$ cat src/rtl/rgb_ctrl_pkg.sv
// rtl/rgb_ctrl_pkg.sv - shared constants for the RGB color key controller
// Purpose: channel indices, key FSM state encoding, default timing and
//          the counter-width helper shared by rgb_color_ctrl and key_repeat_fsm.
// Ports: none (package).
package rgb_ctrl_pkg;

  // Channel index into key[], pending[] and the working/display registers.
  localparam int RED   = 0;
  localparam int BLUE  = 1;
  localparam int GREEN = 2;

  // Key FSM state encoding.
  typedef logic [2:0] key_state_t;
  localparam key_state_t ST_IDLE      = 3'd0;
  localparam key_state_t ST_DEB_PRESS = 3'd1;
  localparam key_state_t ST_HELD      = 3'd2;
  localparam key_state_t ST_REPEAT    = 3'd3;
  localparam key_state_t ST_DEB_REL   = 3'd4;

  // Default timing at a 25 MHz pixel clock.
  localparam int DEB_CYCLES_DEF = 250000;    // 10 ms
  localparam int RPT_DELAY_DEF  = 12500000;  // 0.5 s
  localparam int RPT_RATE_DEF   = 2500000;   // 0.1 s

  // Counter width: ceil(log2) of the largest interval, at least 1 bit.
  // Counters only ever reach (interval - 1), so this width always suffices.
  function automatic int cnt_width(input int a, input int b, input int c);
    int m;
    m = a;
    if (b > m) m = b;
    if (c > m) m = c;
    return (m > 1) ? $clog2(m) : 1;
  endfunction

endpackage

$ cat src/rtl/key_repeat_fsm.sv
// rtl/key_repeat_fsm.sv - per-key debounce and auto-repeat state machine
// Purpose: turns one synchronized active-low key into single-cycle increment
//          pulses: one after press debounce, one at repeat entry, then one
//          every RPT_RATE cycles while held.
// Ports: clk_in - clock; rst - async active-low clear;
//        key_s - synchronized key (0 = pressed); inc - increment pulse.
module key_repeat_fsm
  import rgb_ctrl_pkg::*;
#(
  parameter int DEB_CYCLES = DEB_CYCLES_DEF,
  parameter int RPT_DELAY  = RPT_DELAY_DEF,
  parameter int RPT_RATE   = RPT_RATE_DEF,
  parameter int CNT_W      = cnt_width(DEB_CYCLES, RPT_DELAY, RPT_RATE)
) (
  input  logic clk_in,
  input  logic rst,
  input  logic key_s,
  output logic inc
);

  localparam logic [CNT_W-1:0] DEB_LAST  = CNT_W'(DEB_CYCLES - 1);
  localparam logic [CNT_W-1:0] DLY_LAST  = CNT_W'(RPT_DELAY - 1);
  localparam logic [CNT_W-1:0] RATE_LAST = CNT_W'(RPT_RATE - 1);

  key_state_t       state_q, state_d;
  logic [CNT_W-1:0] cnt_q, cnt_d;
  logic [CNT_W-1:0] cnt_step;

  // Saturating step so the counter can never wrap back into range.
  assign cnt_step = (cnt_q == '1) ? cnt_q : cnt_q + 1'b1;

  always_comb begin
    state_d = state_q;
    cnt_d   = cnt_q;
    inc     = 1'b0;
    case (state_q)
      ST_IDLE: begin
        if (!key_s) begin
          state_d = ST_DEB_PRESS;
          cnt_d   = '0;
        end
      end
      ST_DEB_PRESS: begin
        if (key_s) begin
          state_d = ST_IDLE;
          cnt_d   = '0;
        end else if (cnt_q == DEB_LAST) begin
          inc     = 1'b1;
          state_d = ST_HELD;
          cnt_d   = '0;
        end else begin
          cnt_d = cnt_step;
        end
      end
      ST_HELD: begin
        if (key_s) begin
          state_d = ST_DEB_REL;
          cnt_d   = '0;
        end else if (cnt_q == DLY_LAST) begin
          inc     = 1'b1;
          state_d = ST_REPEAT;
          cnt_d   = '0;
        end else begin
          cnt_d = cnt_step;
        end
      end
      ST_REPEAT: begin
        if (key_s) begin
          state_d = ST_DEB_REL;
          cnt_d   = '0;
        end else if (cnt_q == RATE_LAST) begin
          inc   = 1'b1;
          cnt_d = '0;
        end else begin
          cnt_d = cnt_step;
        end
      end
      ST_DEB_REL: begin
        // A bounce back to pressed resumes holding without a new increment.
        if (!key_s) begin
          state_d = ST_HELD;
          cnt_d   = '0;
        end else if (cnt_q == DEB_LAST) begin
          state_d = ST_IDLE;
          cnt_d   = '0;
        end else begin
          cnt_d = cnt_step;
        end
      end
      default: begin
        state_d = ST_IDLE;
        cnt_d   = '0;
      end
    endcase
  end

  always_ff @(posedge clk_in or negedge rst) begin
    if (!rst) begin
      state_q <= ST_IDLE;
      cnt_q   <= '0;
    end else begin
      state_q <= state_d;
      cnt_q   <= cnt_d;
    end
  end

endmodule

$ cat src/rtl/rgb_color_ctrl.sv
// rtl/rgb_color_ctrl.sv - three-key RGB intensity controller with frame-synced display
// Purpose: each key steps a 4-bit working intensity (mod 16) with debounce and
//          auto-repeat; all three working values are copied to the display
//          outputs together right after each vsync falling edge.
// Ports: clk_in - pixel clock; rst - async active-low clear;
//        key[2:0] - raw active-low keys (0 red, 1 blue, 2 green);
//        vsync - active-low vertical sync; ir/ib/ig - displayed intensities;
//        pending[2:0] - working value differs from displayed value.
module rgb_color_ctrl
  import rgb_ctrl_pkg::*;
#(
  parameter int DEB_CYCLES = DEB_CYCLES_DEF,
  parameter int RPT_DELAY  = RPT_DELAY_DEF,
  parameter int RPT_RATE   = RPT_RATE_DEF
) (
  input  logic       clk_in,
  input  logic       rst,
  input  logic [2:0] key,
  input  logic       vsync,
  output logic [3:0] ir,
  output logic [3:0] ib,
  output logic [3:0] ig,
  output logic [2:0] pending
);

  localparam int CNT_W = cnt_width(DEB_CYCLES, RPT_DELAY, RPT_RATE);

  logic [2:0]      sync1_q, sync1_d;
  logic [2:0]      sync2_q, sync2_d;
  logic            vs_q, vs_d;
  logic [2:0][3:0] work_q, work_d;
  logic [2:0][3:0] disp_q, disp_d;
  logic [2:0]      inc;
  logic            load;

  for (genvar i = 0; i < 3; i++) begin : g_ch
    key_repeat_fsm #(
      .DEB_CYCLES (DEB_CYCLES),
      .RPT_DELAY  (RPT_DELAY),
      .RPT_RATE   (RPT_RATE),
      .CNT_W      (CNT_W)
    ) u_fsm (
      .clk_in (clk_in),
      .rst    (rst),
      .key_s  (sync2_q[i]),
      .inc    (inc[i])
    );
  end

  // Display loads from the registered working values, so an increment landing
  // on the load edge shows up one frame later.
  always_comb begin
    sync1_d = key;
    sync2_d = sync1_q;
    vs_d    = vsync;
    load    = vs_q & ~vsync;
    disp_d  = load ? work_q : disp_q;
    for (int i = 0; i < 3; i++) begin
      work_d[i]  = work_q[i] + {3'b000, inc[i]};
      pending[i] = (work_q[i] != disp_q[i]);
    end
  end

  assign ir = disp_q[RED];
  assign ib = disp_q[BLUE];
  assign ig = disp_q[GREEN];

  always_ff @(posedge clk_in or negedge rst) begin
    if (!rst) begin
      sync1_q <= 3'b111;
      sync2_q <= 3'b111;
      vs_q    <= 1'b1;
      work_q  <= '0;
      disp_q  <= '0;
    end else begin
      sync1_q <= sync1_d;
      sync2_q <= sync2_d;
      vs_q    <= vs_d;
      work_q  <= work_d;
      disp_q  <= disp_d;
    end
  end

endmodule

$ cat config.mk
export PLATFORM = sky130hd
export DESIGN_NAME = rgb_color_ctrl
export DESIGN_NICKNAME = d
export VERILOG_FILES = /design/src/rtl/rgb_ctrl_pkg.sv /design/src/rtl/key_repeat_fsm.sv /design/src/rtl/rgb_color_ctrl.sv
export SDC_FILE = /design/constraint.sdc
export NUM_CORES = 1
export LEC_CHECK = 0
export CAP_MARGIN = 20
export CORE_ASPECT_RATIO = 0.75
export CORE_MARGIN = 10
export CORE_UTILIZATION = 63
export CTS_BUF_LIST = sky130_fd_sc_hd__clkbuf_4
export DETAILED_ROUTE_END_ITERATION = 8
export PLACE_DENSITY = 0.82
export SLEW_MARGIN = 20
export SYNTH_ARGS = -nofsm -noshare
export SYNTH_HDL_FRONTEND = slang
export SYNTH_SLANG_ARGS = --single-unit
$ cat constraint.sdc
create_clock -name clk_in -period 2.8 [get_ports clk_in]
set_clock_uncertainty 0.15 [all_clocks]
set_input_delay 0.28 -clock clk_in [delete_from_list [all_inputs] [get_ports clk_in]]
set_output_delay 0.28 -clock clk_in [all_outputs]
set_load 0.01 [all_outputs]
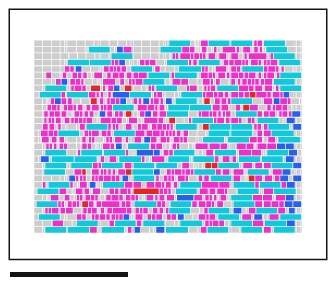
Fig. 1. Placement by cell class (run 1).
Bar = 50 µm. Fill, decap, tap and diode cells in grey.
- flops: cyan (cells 112; share of their area 43%)
- other buffers and delay cells: blue (cells 47; share of their area 6.7%)
- clock drivers and dummy loads: red (cells 16; share of their area 2.2%)
- combinational and other logic: magenta (cells 502; share of their area 48%)
Core ar.: 0.00923 mm²
fin area: 0.00675 mm²
sequential cell area share: 41.8%

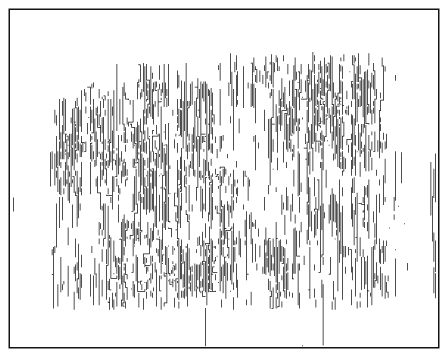
Fig. 2. The metal 2 layer (run 1).
- longest straight run: 29.2 µm
- nets with wire on the layer: 588
M2 GR Usage: 28.5%
via count: 5,119
DRT Wirelength: 13,900 µm

==> impl_metrics.yaml, run 1 <==
# synthesis and place-and-route metrics
yosys:
  synth_warnings: 0
  numSynthFlops: 112
  ys_cells: 642
  syn_avg_cell_area_um2: 9.49
  edf_count: 0
  synth_seq_share_pct: 46.1
  postSynthNetCount: 657
  yosys.cell_types.count: 67
  synth-area-yosys_mm2: 0.00609
  ys.flop_type: "dfrtp_1"
  async_flop_share_pct: 100
  syn_inst: 642
  synth.cell_area_mm2: 0.00609
setup_path:
  crit_buf_inv: 1
  slowest_stage: "or4_1"
  cp_data_arrival_time_ns: 2.95
  start_kind: "flip-flop"
  reg2reg_depth: 9
  path_cells: "ha_2 -> nand3_2 -> or3_1 -> or4_1 -> o2111ai_1 -> nand2_2 -> buf_4 -> a21o_2 -> a22o_1"
  worst-setup-path-type: "reg -> reg"
  reg2reg_from: "g_ch[2].u_fsm.cnt_q[0]"
  crit_family: "simple AND/OR/NAND/NOR gates"
  cpPeakStageDelay_ns: 0.55
  path_max_fanout: 10
  crit_path_end_kind: "flip-flop"
  r2r-end: "g_ch[2].u_fsm.cnt_q[8]"
  cp.required_ns: 3.04
  setup.worst_path.start: "g_ch[2].u_fsm.cnt_q[0]"
  regToRegSetupSlack_ns: 0.09
cells_and_area:
  layout-drive-gt1-share_pct: 14.2
  areaGrowthSynthToFinish_pct: 10.7
  lay_top_cells: "100 x dfrtp_1, 88 x nor2_1, 44 x nand2_1"
  final_util_pct: 73.1
  stdcell_count: 805
  layout_top_cell: "dfrtp_1"
  diodes: 0
  num-fill-cells: 677
  nNetsFinal: 687
sta:
  timing.setup.tns_ns: 0
  fin_ws_ns: 0.0872
  grt_setup_unrepaired: "true"
  max_freq_mhz: 369
  worstMarginPinSlew_ns: 0.702
  finalClockPeriodUsage_pct: 96.9
  setup_viol: 0
  hold_viol: 0
  whs_ns: 0.0440
  maxSlewViolCount: 0
  slew_headroom_pct: 53.2
  final.min_clock_period_ns: 2.71
global_route:
  top_usage_layer: "met2"
  grt_use_total_pct: 19.3
  gr-usage-met1_pct: 28.3
  grt_max_degree: 56
  overflow: 0
  antenna_found_initial: 0
  grt_pass1_wl_um: 23200
  grt_pass1_vias: 4683
  use_met3_pct: 4.07
min_path:
  hold_path_startpoint: "key[0]"
  hold_end: "sync1_q[0]"
  min_path_type: "in -> reg"
  min_path_cells: 1
placed_design:
  place_congestion: 0.958
  pre_cts_ws_ns: 0.0894
  dp_cells: 785
  place_area_mm2: 0.00650
  portBuffers: 20
  dp_hpwl_um: 9900
clock_tree:
  cts_tree: "yes"
  htreeDepth: 3
  clockBufferDepth: 2
  cts_buffers: 9
  clock_latency_ns: 0.47
  root_buffer: "clkbuf_4"
  clkSlewWorstSetupHoldPaths_ns: 0.18
  cts.sinks: 112
die:
  die_area_mm2: 0.0140
  floorplan.core_util_pct: 66.0
  io_pins: 21
  die_w_um: 134
  dieHeight_um: 105
  row_count: 30
pwr:
  p_sw_uw: 690
  power.leakage_nw: 2.78
  power_frac_comb_pct: 7.7
  power_density_mw_per_mm2: 405
  seqPwrFrac_pct: 61.6
  netSwitchingFraction_pct: 25.3
  p_int_mw: 2.04
  vdd_drop_max_mv: 0.242
  finalPower_mw: 2.73
  pwr-share-clk_pct: 30.8
route:
  wl_per_cell_um: 17.3
  drt-initial-drc-count: 573
  drc: 0
  vias_per_cell: 6.36
  route.antenna.remaining_nets: 0
  drt-pass1-iter-count: 5
outcome:
  status: "finished, final reports clean"
run:
  drv_cap: 0
  warning_count: 27
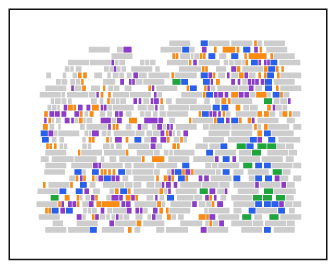
Fig. 3. Gate families picked out (run 1).
- multiplexers: green (cells 16)
- NOR gates: orange (cells 130)
- XOR/XNOR gates: blue (cells 59)
- NAND gates: purple (cells 133)

[run 1: power by group through the flow]
stage	combinational (mW)	clock [mW]	sequential (mW)
after global routing	0.234	0.927	1.69
after global placement	0.179	0	1.71
final	0.209	0.839	1.68
after detailed placement	0.188	0	1.71
after CTS	0.190	0.855	1.68
after floorplan	0.115	0	1.70
[run 1: registers in the layout (all words and copies together), names as in the netlist]
| name | count |
|---|---|
| vs_q | 1 |
| ir | 4 |
| work_q | 12 |
| ig | 4 |
| sync2_q | 3 |
| g_ch.u_fsm.state_q | 9 |
| g_ch.u_fsm.cnt_q | 72 |
| ib | 4 |
| sync1_q | 3 |
[run 1: timing repair]
item,CTS,global route
buffers inserted,0,3
hold buffers,1,0
gates resized,0,18
endpoints found under the hold margin,48,0
setup endpoints to repair,0,26
[run 1: routing by layer]
metal	routed length [µm]	share of wire (%)
met3	1120	8.0
met4	170	1.2
met2	6250	45
met1	6370	46
met5	0	0
[run 1: logic make-up after synthesis]
group	share of synthesized area [%]
buf+inv	3.35
xor+xnor	8.48
fa+ha+maj	1.85
flops	46.1
compound gates	10.4
mux	2.87
simple gates	26.9
[run 1: synthesized netlist by cell type, types with 7 or more instances]
cell type	instances	share of area, %
or3_1	10	1.0
nor4_1	10	1.0
a31oi_1	18	1.8
inv_1	12	0.74
nor3_1	20	1.6
nand2b_1	10	1.0
mux2_2	12	2.2
nand4_1	27	2.8
dfstp_2	7	3.0
xnor2_1	33	4.7
nand2_1	44	2.7
xor2_1	26	3.7
nand3_1	39	3.2
ha_1	9	1.8
clkbuf_1	13	0.80
nor2_1	88	5.4
a21oi_1	24	2.0
dfrtp_1	105	43
and3_1	15	1.5
o21ai_0	19	1.6
[run 1: area by class of cell]
class                   count  area, µm²  share of cell area (%)
clock inverters             5       62.6                   0.927
flip-flops and latches    112       2820                    41.8
repair buffers             47        440                    6.53
well taps                 128        160                    2.37
multi-input cells         490       3140                    46.5
clock buffers              11       82.6                    1.22
inverters                  12       45.0                   0.668
[run 1: how the worst max path moves through the flow]
stage | to | slack [ns] | depth (start not counted)
after floorplan | work_q[10] | 0.27 | 10
after global placement | work_q[10] | 0.16 | 10
after detailed placement | work_q[10] | 0.09 | 10
after CTS | work_q[2] | 0.05 | 10
after global routing | work_q[2] | -0.10 | 10
final | g_ch[2].u_fsm.cnt_q[8] | 0.09 | 9
Fig. 4: run 1, sizing map
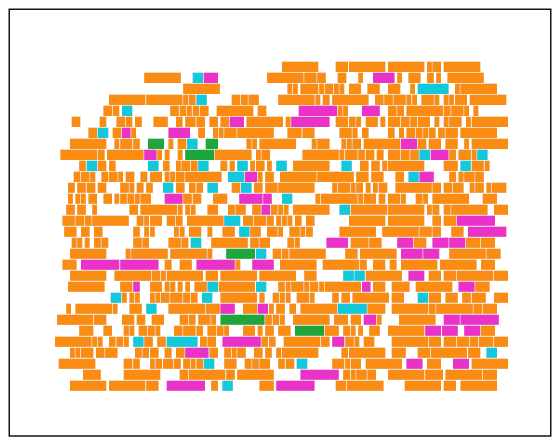

==> inputs of run 2 (changes only) <==
--- a/config.mk
+++ b/config.mk
@@ -11,7 +11,8 @@
 export CORE_UTILIZATION = 63
 export CTS_BUF_LIST = sky130_fd_sc_hd__clkbuf_4
 export DETAILED_ROUTE_END_ITERATION = 8
-export PLACE_DENSITY = 0.82
+export DONT_BUFFER_PORTS = 1
+export PLACE_DENSITY = 0.79
 export SLEW_MARGIN = 20
 export SYNTH_ARGS = -nofsm -noshare
 export SYNTH_HDL_FRONTEND = slang
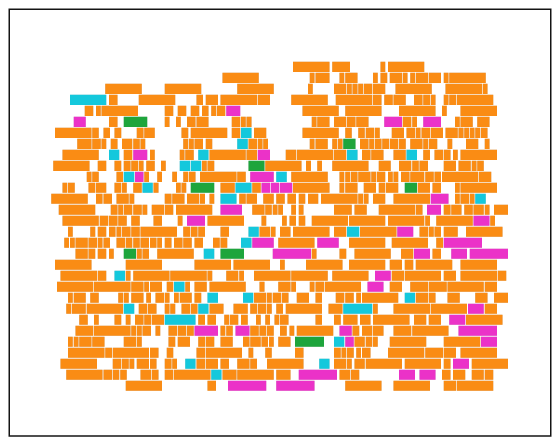
Fig. 5. Sizing map (run 2).
- _3 and _4 cells: cyan (cells 32; share 4.9%)
- _2 cells: magenta (cells 40; share 6.1%)
- _0 and _1 cells: orange (cells 573; share 88%)
- _6 and larger: green (cells 8; share 1.2%)

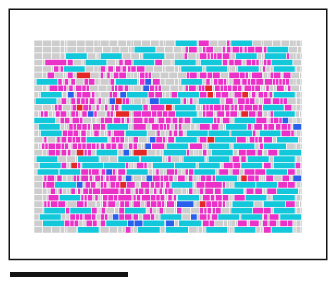
Fig. 6. Placement by cell class (run 2).
Bar = 50 µm. Fill, decap, tap and diode cells in grey.
- combinational and other logic: magenta (cells 502; share of their area 50%)
- flops: cyan (cells 112; share of their area 44%)
- other buffers and delay cells: blue (cells 23; share of their area 3.1%)
- clock drivers and dummy loads: red (cells 16; share of their area 2.4%)
Final Util: 70.4%
sequential cell area share: 43.2%
fin area: 0.00650 mm²

==> run 2 against run 1 <==
  * The flow now finishes with violations (hold timing)
  * Non-clock buffer count fell by 24
  * Register-to-register slack improved by 0.04 ns
  * Synthesized cell count did not move
==> impl_metrics.yaml, run 2 <==
# synthesis and place-and-route metrics
sta:
  slew_headroom_pct: 58.8
  grt_setup_unrepaired: "false"
  max_freq_mhz: 374
  maxSlewViolCount: 0
  hold_viol: 112
  timing.setup.tns_ns: 0
  finalClockPeriodUsage_pct: 95.4
  fin_ws_ns: 0.130
  whs_ns: -0.710
  final.min_clock_period_ns: 2.67
  worstMarginPinSlew_ns: 0.612
  setup_viol: 0
cells_and_area:
  logic_area_mm2: 0.00314
  num-fill-cells: 720
  lay_top_cells: "105 x dfrtp_1, 88 x nor2_1, 44 x nand2_1"
  largest_register_ffs: 72
  layout-drive-gt1-share_pct: 12.3
  diodes: 0
  layout_top_cell: "dfrtp_1"
  regMostFlops: "g_ch.u_fsm.cnt_q"
  areaGrowthSynthToFinish_pct: 6.71
  reg_top3: "g_ch.u_fsm.cnt_q (72), work_q (12), g_ch.u_fsm.state_q (9)"
  regArea_mm2: 0.00281
  nNetsFinal: 663
yosys:
  synth.cell_area_mm2: 0.00609
  yosysMostFrequentCell: "dfrtp_1"
  synth_warnings: 0
  postSynthNetCount: 657
  syn_avg_cell_area_um2: 9.49
  ys.flop_type: "dfrtp_1"
  top_area_cell: "dfrtp_1"
  netlist_top_cells_count: "105 x dfrtp_1, 88 x nor2_1, 44 x nand2_1"
  async_flop_share_pct: 100
  synth-area-yosys_mm2: 0.00609
  yosys.cell_types.count: 67
  edf_count: 0
  syn_inst: 642
  yosys-top-cells-area: "dfrtp_1 43%, nor2_1 5.4%, xnor2_1 4.7%"
  synth_seq_share_pct: 46.1
  synth_top_area_share_pct: 43.1
  numSynthFlops: 112
  ys_cells: 642
clock_tree:
  clockBufferDepth: 2
  clock_latency_ns: 0.49
  cts_hold_buffers: 4
  clkSlewWorstSetupHoldPaths_ns: 0.19
  root_buffer: "clkbuf_4"
  cts_buffers: 9
  cts.sinks: 112
  htreeDepth: 3
  cts_tree: "yes"
setup_path:
  slowest_stage: "dfrtp_1"
  crit_buf_inv: 0
  worst-setup-path-type: "reg -> reg"
  cp_data_arrival_time_ns: 2.96
  crit_family: "simple AND/OR/NAND/NOR gates"
  crit_top_cell: "ha_1"
  start_kind: "flip-flop"
  cpPeakStageDelay_ns: 0.48
  path_cells: "or4b_1 -> nor3_1 -> and3_1 -> nand3b_1 -> a21oi_1 -> ha_1 -> ha_1 -> xor2_1"
  path_max_fanout: 6
  crit_path_end_kind: "flip-flop"
  cp.required_ns: 3.09
outcome:
  status: "complete, but fails checks"
  violations: "hold timing"
global_route:
  overflow: 0
  grt_max_degree: 113
  grt_use_met2_pct: 27.3
  top_usage_layer: "met2"
  gr-usage-met1_pct: 25.9
  grt_pass1_vias: 4565
  grt_use_total_pct: 18.4
  grt_pass1_wl_um: 22000
  antenna_found_initial: 0
  use_met3_pct: 5.93
placed_design:
  portBuffers: 0
  dp_hpwl_um: 9250
  place_congestion: 0.951
  place_area_mm2: 0.00624
  pre_cts_ws_ns: 0.0287
pwr:
  power.leakage_nw: 2.68
  power_density_mw_per_mm2: 408
  finalPower_mw: 2.65
  vdd_drop_max_mv: 0.393
min_path:
  min_path_type: "in -> async"
route:
  drt-pass1-iter-count: 5
  vias: 4938
  wl_per_cell_um: 16.8
  drt-initial-drc-count: 599
  drc: 0
  vias_per_cell: 6.32
  route.antenna.remaining_nets: 0
  drt-total-wl_um: 13200
die:
  design.core.area_mm2: 0.00923
  io_pins: 21
  row_count: 30
  die_area_mm2: 0.0140
  dieHeight_um: 105
  floorplan.core_util_pct: 66.0
  die_w_um: 134
run:
  drv_cap: 0
  warning_count: 30
[run 2: cell count changes in the layout (fill, tap and decap cells not counted), sizes merged]
cell           before  now
clkdlybuf4s50      19    0
clkinv              1    4
inv                14   15
clkbuf             11    9
clkinvlp            1    0
dlygate4sd3         1    4
buf                27   19
bufinv              1    0
[run 2: power breakdown]
group	leakage, nW	internal, mW	switching [mW]
combinational	1.08	0.0724	0.0824
sequential	1.53	1.65	0.0362
clock	0.0798	0.216	0.596
[run 2: logic make-up after synthesis]
kind of cell	count (synthesis)	share of synthesized area, %
xor gates and xnor gates	59	8.48
AOI/OAI and AO/OA	96	10.4
DFF	112	46.1
adders and majority gates	9	1.85
muxes	16	2.87
buffers and inverters	40	3.35
and+or+nand+nor	310	26.9
[run 2: path summary, 6_finish.rpt]
path / startpoint / to / slack [ns] / cells after the start
min in group clk_in: key[1] / sync1_q[1] / 0.15 / 1
worst max-delay path: g_ch[1].u_fsm.cnt_q[19] / work_q[6] / 0.13 / 8
worst min-delay path: rst / ib[3] / -0.71 / 0
worst min register to register: sync1_q[0] / sync2_q[0] / 0.22 / 0
max in group asynchronous: rst / sync1_q[2] / 2.99 / 0
worst max register to register: g_ch[1].u_fsm.cnt_q[19] / work_q[6] / 0.13 / 8
[run 2: per-stage QoR]
step                      hold slack [ns]  std cells
after detailed placement           -0.162        760
after CTS                          -0.743        780
final                              -0.710        781
after floorplan                    -0.166        642
after global placement             -0.162        760
after global routing               -0.776        781
[run 2: area by class of cell]
type / instances / share of cell area (%)
timing repair buffer: 23 / 3.06
clock buffer: 9 / 1.04
multi-input combinational: 490 / 48.2
inverter: 12 / 0.693
clock inverter: 7 / 1.29
tap: 128 / 2.46
sequential: 112 / 43.2
[run 2: per-layer routing]
| metal | wire [µm] | up-vias |
|---|---|---|
| met2 | 5840 | 202 |
| met1 | 6100 | 2396 |
| li1 | - | 2320 |
| met3 | 1080 | 20 |
| met5 | 0 | - |
| met4 | 131 | 0 |
[run 2: what timing repair did]
action / CTS / global route
endpoints found under the setup margin: 0 / 25
gates resized: 0 / 11
buffers inserted: 0 / 1
hold endpoints to repair: 116 / 112
Fig. 7: run 2, the metal 2 layer
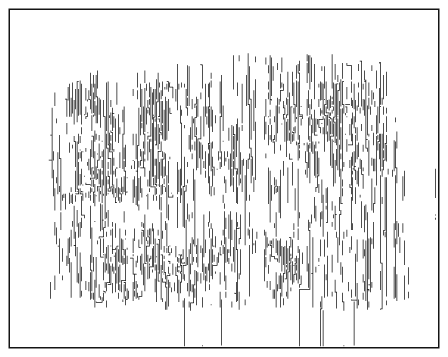

==> inputs of run 3 (changes only) <==
--- a/config.mk
+++ b/config.mk
@@ -10,9 +10,11 @@
 export CORE_MARGIN = 10
 export CORE_UTILIZATION = 63
 export CTS_BUF_LIST = sky130_fd_sc_hd__clkbuf_4
+export CTS_CLUSTER_SIZE = 14
 export DETAILED_ROUTE_END_ITERATION = 8
 export DONT_BUFFER_PORTS = 1
 export PLACE_DENSITY = 0.79
+export RECOVER_POWER = 100
 export SLEW_MARGIN = 20
 export SYNTH_ARGS = -nofsm -noshare
 export SYNTH_HDL_FRONTEND = slang
==> constraint.sdc (replaced) <==
create_clock -name clk_in -period 3.4 [get_ports clk_in]
set_clock_uncertainty 0.15 [all_clocks]
set_input_delay 0.34 -clock clk_in [delete_from_list [all_inputs] [get_ports clk_in]]
set_output_delay 0.34 -clock clk_in [all_outputs]
set_load 0.01 [all_outputs]
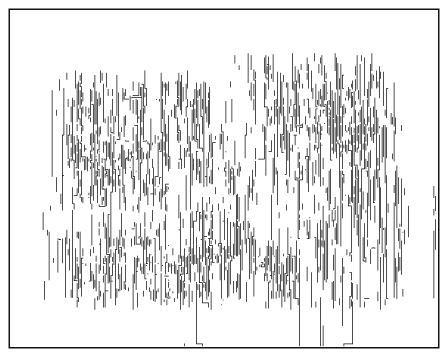
Fig. 8. The metal 2 layer (run 3).
- main direction: vertical
- share of all routed wire: 46%
- wire length on this layer: 5,900 µm
- nets with wire on the layer: 559
- longest straight run: 32.8 µm
DRT Wirelength: 13,000 µm
M2 GR Usage: 27.7%
via count: 4,890

==> run 3 against run 2 <==
  * The flow finishes with violations (capacitance limit, slew limit)
  * Critical path depth did not move
  * Sequential power fell by 18%
  * Count of clock-buffer cells in the layout rose by 2
  * Clock power fell by 26%
  * Core utilization fell by 2.2 points
  * First-iteration DRC count fell by 19%
  * Cell area fell by 3.1%
  * Area after synthesis did not move
  * Die area did not move
  * Global-route usage fell by 0.092 points
  * Worst hold slack improved by 0.93 ns
  * Non-clock buffer count fell by 11
  * Critical endpoint is now g_ch[1].u_fsm.cnt_q[6]
  * Largest cell class unchanged
==> impl_metrics.yaml, run 3 <==
# synthesis and place-and-route metrics
cells_and_area:
  lay_top_cells: "105 x dfrtp_1, 88 x nor2_1, 44 x nand2_1"
  regMostFlops: "g_ch.u_fsm.cnt_q"
  num-fill-cells: 738
  largest_register_ffs: 72
  layout_top_cell: "dfrtp_1"
  stdcell_count: 770
  nNetsFinal: 652
  layout-drive-gt1-share_pct: 8.72
  reg_top3: "g_ch.u_fsm.cnt_q (72), work_q (12), g_ch.u_fsm.state_q (9)"
setup_path:
  regToRegSetupSlack_ns: 0.35
  reg2reg_from: "g_ch[1].u_fsm.cnt_q[0]"
  crit_path_end_kind: "flip-flop"
  worst-setup-path-type: "reg -> reg"
  path_max_fanout: 19
  start_kind: "flip-flop"
  cp_data_arrival_time_ns: 3.25
  cp.required_ns: 3.60
placed_design:
  dp_hpwl_um: 9070
  place_congestion: 0.930
  dp_cells: 748
  portBuffers: 0
pwr:
  finalPower_mw: 2.12
  power.leakage_nw: 2.60
  power_density_mw_per_mm2: 337
  vdd_drop_max_mv: 0.193
yosys:
  synth_seq_share_pct: 46.1
  numSynthFlops: 112
  syn_avg_cell_area_um2: 9.49
  yosys.cell_types.count: 67
  synth_warnings: 0
  syn_inst: 642
  postSynthNetCount: 657
  synth.cell_area_mm2: 0.00609
  netlist_top_cells_count: "105 x dfrtp_1, 88 x nor2_1, 44 x nand2_1"
  ys.flop_type: "dfrtp_1"
  edf_count: 0
  synth_top_area_share_pct: 43.1
  yosysMostFrequentCell: "dfrtp_1"
  yosys-top-cells-area: "dfrtp_1 43%, nor2_1 5.4%, xnor2_1 4.7%"
  async_flop_share_pct: 100
  top_area_cell: "dfrtp_1"
  synth-area-yosys_mm2: 0.00609
  ys_cells: 642
clock_tree:
  cts_tree: "yes"
  cts_resized: 0
  root_buffer: "clkbuf_4"
  clock_latency_ns: 0.47
  htreeDepth: 3
  clockBufferDepth: 2
  cts.sinks: 112
  clkSlewWorstSetupHoldPaths_ns: 0.16
  cts_buffers: 9
sta:
  finalClockPeriodUsage_pct: 89.6
  slew_headroom_pct: -59.1
  worstMarginPinSlew_ns: 2.39
  grt_setup_unrepaired: "false"
  hold_viol: 0
  timing.setup.tns_ns: 0
  max_freq_mhz: 328
  maxSlewViolCount: 113
  final.min_clock_period_ns: 3.05
min_path:
  min_path_type: "reg -> reg"
  hold_end: "sync2_q[1]"
  min_path_cells: 0
  hold_path_startpoint: "sync1_q[1]"
global_route:
  grt_pass1_vias: 4515
  grt_pass1_wl_um: 21900
  grt_use_total_pct: 18.3
  overflow: 0
  grt_max_degree: 113
die:
  design.core.area_mm2: 0.00923
  dieHeight_um: 105
  io_pins: 21
  die_w_um: 134
  die_area_mm2: 0.0140
  row_count: 30
outcome:
  violations: "capacitance limit, slew limit"
  status: "complete, but fails checks"
run:
  warning_count: 28
  drv_cap: 1
route:
  drt-pass1-iter-count: 5
  drt-initial-drc-count: 483
  vias_per_cell: 6.35
  route.antenna.remaining_nets: 0
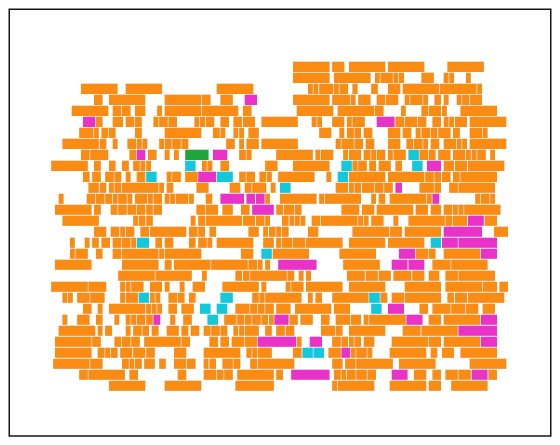
Fig. 9. Sizing map (run 3).
- _6 and larger: green (cells 1; share 0.16%)
- _0 and _1 cells: orange (cells 586; share 91%)
- _2 cells: magenta (cells 35; share 5.5%)
- _3 and _4 cells: cyan (cells 20; share 3.1%)
Setup WS post-layout: 0.354 ns
P&R area growth vs syn: 3.43%
nonclk buf count: 12
fin area: 0.00630 mm²

## run 3: cell types whose count changed in the layout (fill, tap and decap cells not counted), moves of 2 or more
cell / previous run / this run
nor4_1: 9 / 11
clkbuf_4: 9 / 11
clkinv_8: 3 / 1
buf_4: 17 / 5
ha_1: 7 / 9
inv_6: 3 / 0
## run 3: layout make-up
type / instances / area (µm²) / area share [%]
clock inverters: 5 / 46.3 / 0.735
clock buffers: 11 / 82.6 / 1.31
inverters: 12 / 45.0 / 0.715
flip-flops and latches: 112 / 2810 / 44.6
multi-input cells: 490 / 3060 / 48.5
repair buffers: 12 / 97.6 / 1.55
well taps: 128 / 160 / 2.54
## run 3: layer usage
layer | vias up | track usage (%) | share of wire, %
met4 | 0 | 4.19 | 1.3
met1 | 2389 | 25.2 | 46
met5 | - | 0 | 0
met3 | 17 | 5.60 | 7.6
met2 | 188 | 27.7 | 45
li1 | 2296 | - | -
## run 3: per-stage QoR
| step | setup slack (ns) | utilization [%] |
|---|---|---|
| 2_1_floorplan | 0.865 | - |
| 3_3_place_gp | 0.522 | 66.5 |
| 3_5_place_dp | 0.423 | 66.5 |
| 4_1_cts | 0.417 | 68.7 |
| 5_1_grt | 0.159 | 68.3 |
| 6_report | 0.354 | 68.3 |
## run 3: worst max-delay path, cell delays in order (launching register included)
cell and delay, ns:
dfrtp_1 0.43, ha_1 0.25, nand3_1 0.13, nor4_1 0.77
a31o_2 0.30, o221a_1 0.42, and2_1 0.18, buf_4 0.22
nor2_1 0.08
## run 3: kinds of logic after synthesis
group                    after synthesis  synth area share [%]
XOR/XNOR                              59                  8.48
AND/OR/NAND/NOR                      310                  26.9
flip-flops                           112                  46.1
multiplexers                          16                  2.87
AND-OR/OR-AND                         96                  10.4
adder cells (fa/ha/maj)                9                  1.85
buffers and inverters                 40                  3.35
## run 3: worst max path at each step
| stage | startpoint | end | slack [ns] |
|---|---|---|---|
| after floorplan | g_ch[2].u_fsm.cnt_q[0] | work_q[10] | 0.87 |
| after global placement | g_ch[2].u_fsm.cnt_q[0] | g_ch[2].u_fsm.cnt_q[13] | 0.52 |
| after detailed placement | g_ch[2].u_fsm.cnt_q[0] | g_ch[2].u_fsm.cnt_q[13] | 0.42 |
| after CTS | g_ch[2].u_fsm.cnt_q[0] | g_ch[2].u_fsm.cnt_q[13] | 0.42 |
| after global routing | g_ch[1].u_fsm.cnt_q[0] | g_ch[1].u_fsm.cnt_q[6] | 0.16 |
| final | g_ch[1].u_fsm.cnt_q[0] | g_ch[1].u_fsm.cnt_q[6] | 0.35 |
## run 3: what timing repair did
item                                   4_1_cts  5_1_grt
buffers inserted                             0        0
hold buffers                                 6        0
endpoints found under the hold margin      116        0
## run 3: power by group
part | internal [mW] | switching [mW] | total, mW
clock network | 0.175 | 0.426 | 0.601
logic | 0.0469 | 0.0889 | 0.136
registers | 1.36 | 0.0265 | 1.39
total | 1.58 | 0.542 | 2.12
Power and IR drop assume default switching activity.
